==> src/rtl/seq_pkg.sv <==
// Shared types and constants for the MSB-first word serializer.
package seq_pkg;

    localparam int unsigned SEQ_WIDTH_DEFAULT = 8;

    typedef enum logic [1:0] {
        IDLE  = 2'd0,
        SHIFT = 2'd1,
        PAR   = 2'd2
    } state_e;

endpackage

==> src/rtl/seq_parity_gen.sv <==
// Even-parity generator (XOR reduce) for the serializer parity bit.
// The module exists only in builds with SER_PARITY_EN defined.
`ifdef SER_PARITY_EN
module seq_parity_gen #(
    parameter int unsigned WIDTH = 8
) (
    input  logic [WIDTH-1:0] data_i,
    output logic             parity_o
);

    assign parity_o = ^data_i;

endmodule
`endif

==> src/rtl/seq_serializer.sv <==
// Parallel-to-serial converter, MSB first, one bit per cycle, with gapless back-to-back frames.
// Define SER_PARITY_EN to append an even-parity bit after the LSB of every frame.
module seq_serializer
    import seq_pkg::*;
#(
    parameter int unsigned WIDTH = SEQ_WIDTH_DEFAULT
) (
    input  logic             clk,
    input  logic             rst,
    input  logic [WIDTH-1:0] din,
    input  logic             din_valid,
    output logic             din_ready,
    output logic             bit_out,
    output logic             bit_valid,
    output logic             busy
);

    localparam int unsigned      CNT_W    = $clog2(WIDTH + 1);
    localparam logic [CNT_W-1:0] CNT_LAST = CNT_W'(WIDTH);

    state_e           state_q, state_d;
    logic [WIDTH-1:0] sr_q, sr_d;
    logic [CNT_W-1:0] cnt_q, cnt_d;
    logic             bit_q, bit_d;
    logic             valid_q, valid_d;
    logic             ready_q, ready_d;
    logic             load_c;

`ifdef SER_PARITY_EN
    logic par_q, par_d, par_c;

    seq_parity_gen #(
        .WIDTH (WIDTH)
    ) u_parity_gen (
        .data_i   (din),
        .parity_o (par_c)
    );
`endif

    // A word is only taken while ready, i.e. in IDLE or on the final frame bit.
    assign load_c = din_valid && ready_q;

    always_ff @(posedge clk) begin
        if (rst) begin
            state_q <= IDLE;
            sr_q    <= '0;
            cnt_q   <= '0;
            bit_q   <= 1'b0;
            valid_q <= 1'b0;
            ready_q <= 1'b1;
`ifdef SER_PARITY_EN
            par_q   <= 1'b0;
`endif
        end else begin
            state_q <= state_d;
            sr_q    <= sr_d;
            cnt_q   <= cnt_d;
            bit_q   <= bit_d;
            valid_q <= valid_d;
            ready_q <= ready_d;
`ifdef SER_PARITY_EN
            par_q   <= par_d;
`endif
        end
    end

    // cnt_q counts frame data bits already presented on bit_out (1..WIDTH).
    always_comb begin
        state_d = state_q;
        sr_d    = sr_q;
        cnt_d   = cnt_q;
        bit_d   = 1'b0;
        valid_d = 1'b0;
        ready_d = 1'b0;
`ifdef SER_PARITY_EN
        par_d   = par_q;
`endif

        case (state_q)
            SHIFT: begin
                if (cnt_q < CNT_LAST) begin
                    bit_d   = sr_q[WIDTH-1];
                    valid_d = 1'b1;
                    sr_d    = {sr_q[WIDTH-2:0], 1'b0};
                    cnt_d   = cnt_q + CNT_W'(1);
                end else begin
`ifdef SER_PARITY_EN
                    state_d = PAR;
                    bit_d   = par_q;
                    valid_d = 1'b1;
`else
                    state_d = IDLE;
`endif
                    sr_d    = '0;
                    cnt_d   = '0;
                end
            end
`ifdef SER_PARITY_EN
            PAR: begin
                state_d = IDLE;
                cnt_d   = '0;
            end
`endif
            default: begin
                state_d = IDLE;
                cnt_d   = '0;
            end
        endcase

        // A load on the final bit overrides the frame ending, giving a gapless stream.
        if (load_c) begin
            state_d = SHIFT;
            bit_d   = din[WIDTH-1];
            valid_d = 1'b1;
            sr_d    = {din[WIDTH-2:0], 1'b0};
            cnt_d   = CNT_W'(1);
`ifdef SER_PARITY_EN
            par_d   = par_c;
`endif
        end

`ifdef SER_PARITY_EN
        ready_d = (state_d == IDLE) || (state_d == PAR);
`else
        ready_d = (state_d == IDLE) || ((state_d == SHIFT) && (cnt_d == CNT_LAST));
`endif
    end

    assign din_ready = ready_q;
    assign bit_out   = bit_q;
    assign bit_valid = valid_q;
    assign busy      = valid_q;

endmodule

==> config.mk <==
export PLATFORM = sky130hd
export DESIGN_NAME = seq_serializer
export DESIGN_NICKNAME = d
export VERILOG_FILES = /design/src/rtl/seq_pkg.sv /design/src/rtl/seq_parity_gen.sv /design/src/rtl/seq_serializer.sv
export SDC_FILE = /design/constraint.sdc
export NUM_CORES = 1
export LEC_CHECK = 0
export ABC_AREA = 1
export CORE_AREA = 2 2 49 51
export CTS_CLUSTER_DIAMETER = 200
export CTS_CLUSTER_SIZE = 10
export DETAILED_ROUTE_END_ITERATION = 8
export DIE_AREA = 0 0 51 53
export PLACE_DENSITY = 0.68
export SYNTH_ARGS = -nofsm -noshare
export SYNTH_HDL_FRONTEND = slang
export SYNTH_SLANG_ARGS = --single-unit
==> constraint.sdc <==
create_clock -name clk -period 1.3 [get_ports clk]
set_input_delay 0.26 -clock clk [delete_from_list [all_inputs] [get_ports clk]]
set_output_delay 0.26 -clock clk [all_outputs]
set_load 0.03 [all_outputs]
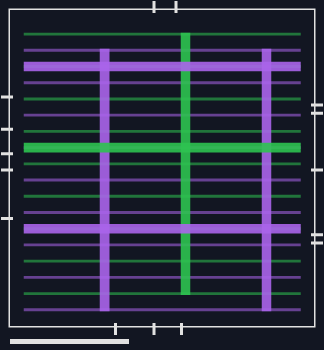
Figure 1: supply network.
Scale bar: 20 um. Pins as bars on the die edge.
Key: green = VDD; purple = VSS
The core has 17 rows. 18 met1 rails follow the rows.
Die Span Y: 53 um
Core ar.: 2150 um^2
maximum VDD drop: 601 uV
chip width: 51 um

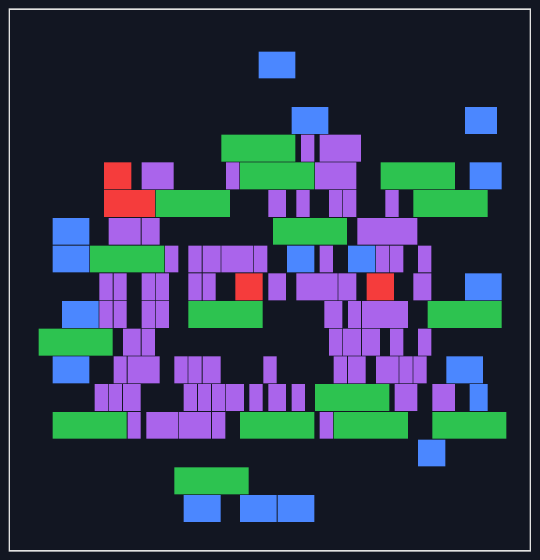
Figure 2: placement by cell class.
Key: purple = all other logic [cells 74, share of their area 42%]; blue = other buffers and delay cells [cells 17, share of their area 17%]; green = flops [cells 16, share of their area 36%]; red = clock drivers and dummy loads [cells 4, share of their area 4.1%]
cell area after layout: 925 um^2
final design utilization: 43.0%
Rows: 17
fraction of area in registers: 34.6%

==> results.toml <==
# physical design summary
[floorplanning]
chipArea_um2 = 2700
initCoreUtil_pct = 34.4
ios = 15

[yosys]
syn_area_per_cell_um2 = 7.85
synthArstFlopShare_pct = 0
synthTopCellsByArea = "dfxtp_1 (43%), nand2_1 (16%), nand3_1 (7.5%)"
ys_ff = 16
common_cells = "nand2_1 (32), dfxtp_1 (16), nand3_1 (11), a21oi_2 (6), inv_1 (5)"
yosysTopAreaCell = "dfxtp_1"
ys_warn_count = 0
synth_chip_area_um2 = 738
ys_cells = 94
synthFlopType = "dfxtp_1"
syn_area_um2 = 738
yosys.cell_count.top_type = "nand2_1"
ys_types = 19
yosysTopAreaCellShare_pct = 43.4
syn_inst = 94
edf_count = 0

[sta]
setup_viol = 0
drv_slew = 0
finalCriticalPeriod_ns = 1.27
period_used_pct = 97.9
setup_tns_ns = 0

[routing]
first_iter_violations = 18
drt-met1-wl_um = 666
final_antenna_net_count = 0
met3_length_um = 78
via_count = 619

[critical_path]
cp-startpoint = "bit_valid"
critical_path.max_stage_delay_ns = 0.39
r2r-end = "din_ready"
regToRegSetupSlack_ns = 0.26
crit_path_end_kind = "output port"
endpoint = "busy"
startpoint_type = "flip-flop"
critPathBufInv = 1
reg2reg_depth = 6
crit_path_max_fanout = 2

[global_route]
top_usage_layer = "met2"
antenna_found_initial = 0
grtUsageMet3_pct = 6.21
use_met1_pct = 12.7
grt_pass1_wl_mm = 2.37

[layout]
finalNonFillerCells = 139
largestRegisters = "sr_q x7, cnt_q x4, state_q x2"
diodes = 0
clock_buffers = 4
drive_gt1_share_pct = 21.6
num-nonclk-buffers = 17

[placed_design]
dpl.hpwl_mm = 1.00
place.gp.congestion = 0.807
place_area_um2 = 896
dp_cells = 135

[power]
leakage_nw = 0.396
seq-power_uw = 527
power_density_nw_per_um2 = 1120

[clock_tree]
numCtsBuffers = 3
htree_levels = 1
cts_setup_buffers = 0
ctsRootBufferMaster = "clkbuf_4"
clk_pin_slew_ns = 0.09

[flow_run]
cap_violations = 0

[status]
status = "finished, final reports clean"

[worst_hold_path]
min-delay-path-class = "flip-flop to flip-flop"
worstHoldStart = "sr_q[1]"
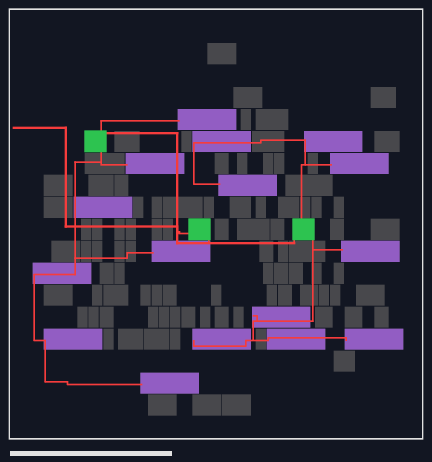
Figure 3: clock wires, drivers and flops.
Scale bar: 20 um.
Key: red = clock wires [length 240 um]; purple = flip-flops [count 16]; green = cells driving clock nets [count 3]
There are 4 routed clock nets.
clock network power: 334 uW
clock power share: 32.4%
Clock Skew: 0.00292 ns
Worst-Skew Late Latency: 0.29 ns

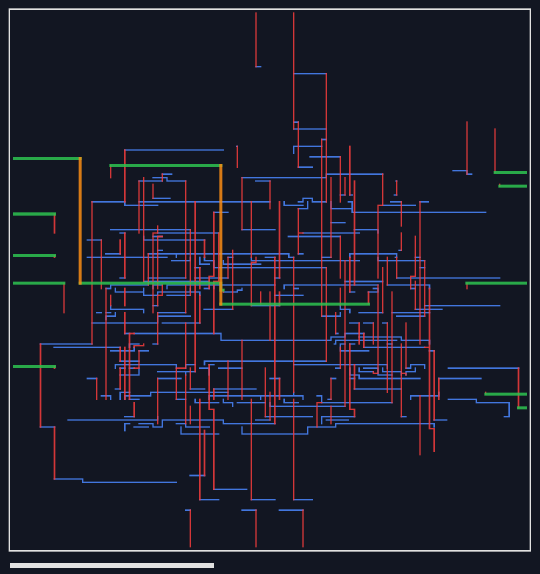
Figure 4: wiring by layer.
Scale bar: 20 um.
Key: red = met2 [wire length 642 um]; green = met3 [wire length 78.9 um]; orange = met4 [wire length 25.8 um]; blue = met1 [wire length 667 um]
WL/cell: 10.2 um
gr usage total: 12.5%

[kinds of logic after synthesis]
family / share of synthesized area (%)
and+or+nand+nor: 32.7
AOI/OAI and AO/OA: 11.4
other: 0.508
DFF: 43.4
buffers and inverters: 10.3
adders and majority gates: 1.69
[metrics by stage]
| stage | total power, mW | hold slack (ns) | worst slack, ns | util, % |
|---|---|---|---|---|
| finish | 1.03 | 0.476 | 0.0269 | 43.0 |
| floorplan | 0.658 | 0.339 | 0.176 | - |
| global route | 1.10 | 0.506 | -0.0253 | 43.0 |
| global placement | 0.713 | 0.457 | -0.0906 | 41.7 |
| CTS | 1.05 | 0.478 | 0.00900 | 43.2 |
| detailed placement | 0.716 | 0.461 | -0.116 | 41.7 |
[repair_timing]
item	in CTS	in global routing
setup endpoints to repair	4	4
hold buffers	0	0
resized	5	2
Power figures rest on the tool's default switching activity, not on a simulated workload.
